[src/rtl/lut_loader_pkg.sv]
// Shared types for the branch-target table loader.
// Widths, loader state encoding and the target word type.
package lut_loader_pkg;
  localparam int ADDR_W = 4;
  localparam int TGT_W  = 10;
  localparam int DEPTH  = 9;

  typedef logic [TGT_W-1:0] target_t;

  typedef enum logic [1:0] {
    IDLE = 2'd0,
    LOAD = 2'd1,
    DONE = 2'd2
  } loader_state_t;
endpackage

[src/rtl/lut_loader.sv]
// Branch-target table with an in-order valid/ready word loader.
// Combinational Addr->Target read port; Busy stalls fetch while loading.
module lut_loader
  import lut_loader_pkg::*;
#(
  parameter int AW = ADDR_W,
  parameter int TW = TGT_W,
  parameter int DP = DEPTH
) (
  input  logic          Clk,
  input  logic          Reset,
  input  logic          Start,
  input  logic          WrValid,
  input  logic [TW-1:0] WrData,
  output logic          WrReady,
  input  logic [AW-1:0] Addr,
  output logic [TW-1:0] Target,
  output logic          Busy,
  output logic          Done
);
  localparam int CW = (DP > 1) ? $clog2(DP) : 1;

  loader_state_t state, state_nx;
  logic [CW-1:0] count;
  logic [TW-1:0] tbl [DP];
  logic          xfer;
  logic          last;

  assign xfer = (state == LOAD) && WrValid;
  assign last = (count == CW'(DP - 1));

  always_ff @(posedge Clk) begin
    if (!Reset) begin
      state <= IDLE;
      count <= '0;
      for (int i = 0; i < DP; i++) tbl[i] <= '0;
    end else begin
      state <= state_nx;
      if (xfer) begin
        tbl[count] <= WrData;
        count      <= last ? '0 : count + 1'b1;
      end else if (Start && state != LOAD) begin
        count <= '0;
      end
    end
  end

  always_comb begin
    state_nx = state;
    WrReady  = 1'b0;
    Busy     = 1'b0;
    Done     = 1'b0;
    Target   = '0;
    unique case (1'b1)
      state == IDLE: if (Start) state_nx = LOAD;
      state == LOAD: begin
        WrReady = 1'b1;
        Busy    = 1'b1;
        if (xfer && last) state_nx = DONE;
      end
      state == DONE: begin
        Done = 1'b1;
        if (Start) state_nx = LOAD;
      end
      default: state_nx = IDLE;
    endcase
    // Indices past DP read as zero
    for (int i = 0; i < DP; i++)
      if (Addr == AW'(i)) Target = tbl[i];
  end
endmodule
[config.mk]
export PLATFORM = sky130hd
export DESIGN_NAME = lut_loader
export DESIGN_NICKNAME = d
export VERILOG_FILES = /design/src/rtl/lut_loader_pkg.sv /design/src/rtl/lut_loader.sv
export SDC_FILE = /design/constraint.sdc
export NUM_CORES = 1
export LEC_CHECK = 0
export CAP_MARGIN = 20
export CORE_MARGIN = 1.5
export CORE_UTILIZATION = 60
export CTS_BUF_LIST = sky130_fd_sc_hd__clkbuf_4
export DETAILED_ROUTE_END_ITERATION = 7
export PLACE_DENSITY_LB_ADDON = 0.25
export SYNTH_ARGS = -nofsm -noshare
export SYNTH_HDL_FRONTEND = slang
export SYNTH_SLANG_ARGS = --single-unit
[constraint.sdc]
create_clock -name Clk -period 2.1 [get_ports Clk]
set_input_delay 0.315 -clock Clk [delete_from_list [all_inputs] [get_ports Clk]]
set_output_delay 0.315 -clock Clk [all_outputs]
set_load 0.1 [all_outputs]
The metal 1 layer:
Bar = 20 µm.
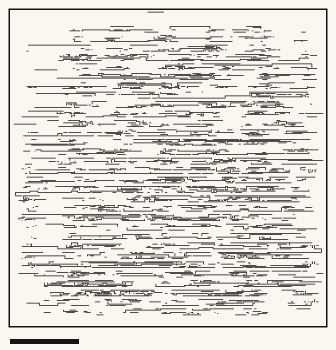
nets with wire on the layer = 422
wire length on this layer = 5,060 µm

Signal wires on met2:
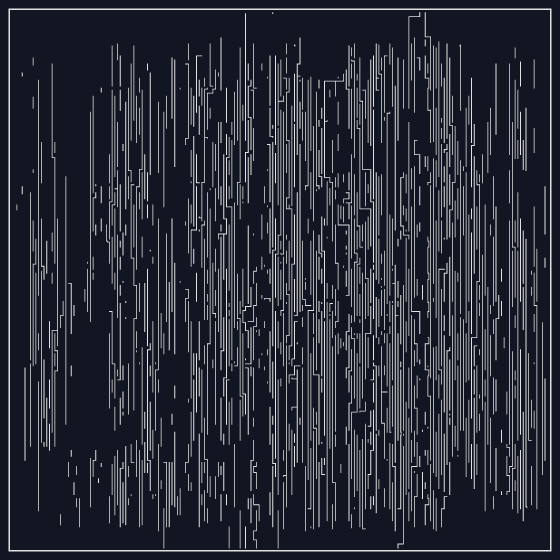
main direction = vertical
share of all routed wire = 49%
longest straight run = 45.2 µm

==> out/qor.yml <==
grt.met1_usage_pct: 45.72
p_int_mw: 2.941
top_level_ports: 31
ys_ff: 96
hold_start: "Start"
wl_met3_um: 1335
pre_cts_ws_ns: -0.5955
cts_sinks: 96
grt_pass1_wl_um: 21180
total_power_mw: 4.037
violations: "setup timing"
seq_power_share_pct: 54.2
placement.cell_area_um2: 5738
top_area_share_pct: 57.86
worst_pin_slew_ns: 0.5778
signal_buffers: 103
syn2layout_area_growth_pct: 32.36
gp_congestion: 0.9046
status: "complete, but fails checks"
mux_share_pct: 5.733
combPwrFrac_pct: 18.3
p_per_area_nw_per_um2: 653.1
arrival_ns: 2.03
max_cap_viol_count: 0
largest_area_cell: "edfxtp_1"
root_buffer: "clkbuf_4"
cts_tree: "done"
r2r_end: "tbl[5][5]$_SDFFCE_PN0P_"
dp.cells: 524
synth-edff-count: 90
ctsResizeCount: 51
switching_power_mw: 1.096
clk-power_mw: 1.11
use_met2_pct: 56.53
top_regs: "tbl x90, count x4, state x2"
final_cell_area_um2: 6182
cp_slowest_cell: "mux4_2"
wl_met2_um: 6756
yosys-stat-area_um2: 4671
ff_type: "edfxtp_1"
insertion_delay_ns: 0.46
warnings: 32
viasPerCell: 6.706
fillers: 331
clockBufferDepth: 2
die_width_um: 91.23
syn_area_um2: 4671
floorplan.nets: 382
startpoint_type: "flip-flop"
cts_htree_levels: 3
sw_frac_of_total_pct: 27.15
grt_start_max_net_pins: 27
buffer_area_share_pct: 18.05
logic_family: "simple AND/OR/NAND/NOR gates"
top_register: "tbl"
power.leakage_nw: 2.645
crit_cells: 4
holdBufCountCts: 0
syn_inst: 360
inv_count: 7
rsz0062_at_grt: "true"
seq_area_share_pct: 45.66
setup_viol: 10
final_core_util_pct: 83.45
dr.pass1.iters: 6
required_ns: 1.78
cts_buffers: 9
grt_overflow: 0
n_antenna_cell: 0
yosys.area_share.aoi_pct: 8.197
dr.max_layer_used: "met4"
rr_startpoint: "state[0]$_SDFFE_PN0P_"
synth_warnings: 0
path_delay_family: "multiplexers"
totalWireLength_um: 13750
slew_headroom_pct: 61.48
critPathKind: "reg2out"
postCtsSetupBuffers: 10
crit_path_end_kind: "output pin"
cp-startpoint: "tbl[7][7]$_SDFFCE_PN0P_"
hpwl_um: 8533
synth_area_per_cell_um2: 12.97
clk_pin_slew_ns: 0.14
synthSimpleGateAreaFrac_pct: 20.39
antenna_found_initial: 0
max_freq_ghz: 0.4262
dieHeight_um: 91.23
comb_area_um2: 1933
dominant_cells: "flip-flops and latches"
power_leader: "sequential cells"
finalCriticalPeriod_ns: 2.347
grt-busiest-layer: "met2"
crit_path_end: "Target[7]"
logic_gates: 227
drtIter0Drc: 515
fp_util_pct: 63.05
fin_skew_ns: 0.02653
drive_above_1_share_pct: 34.30
crit_path_max_fanout: 1
hold_ws_ns: 0.5915
power_frac_clock_pct: 27.5
min_to: "state[1]$_SDFFE_PN0P_"
wl_per_cell_um: 25.09
synthTopCellsByCount: "and3_1, edfxtp_1, mux2i_1, nand2_1"
async_flop_share_pct: 0
core_um2: 7408
tap-cell-count: 99
p_seq_mw: 2.19
grt_use_total_pct: 35.25
top_cells_by_area: "edfxtp_1, and3_1, mux2i_1"
postRouteAntennaNets: 0
reg2reg_depth: 6
combAreaFraction_pct: 31.27
fin_cells: 548
critPathMaxStageDelay_ns: 0.49
final_cell_mix: "and3_1, edfxtp_1, buf_4"
worstHoldPathCells: 4
path_buffers: 1
grt_pass1_vias: 3645
setup_slack_ns: -0.2466
hold_violations: 0
yosys.area_share.adder_pct: 1.072
port_buffers: 30
Signal wires on met3:
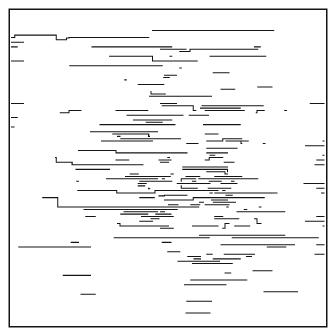
share of all routed wire = 9.7%
longest straight run = 40.7 µm
nets with wire on the layer = 111

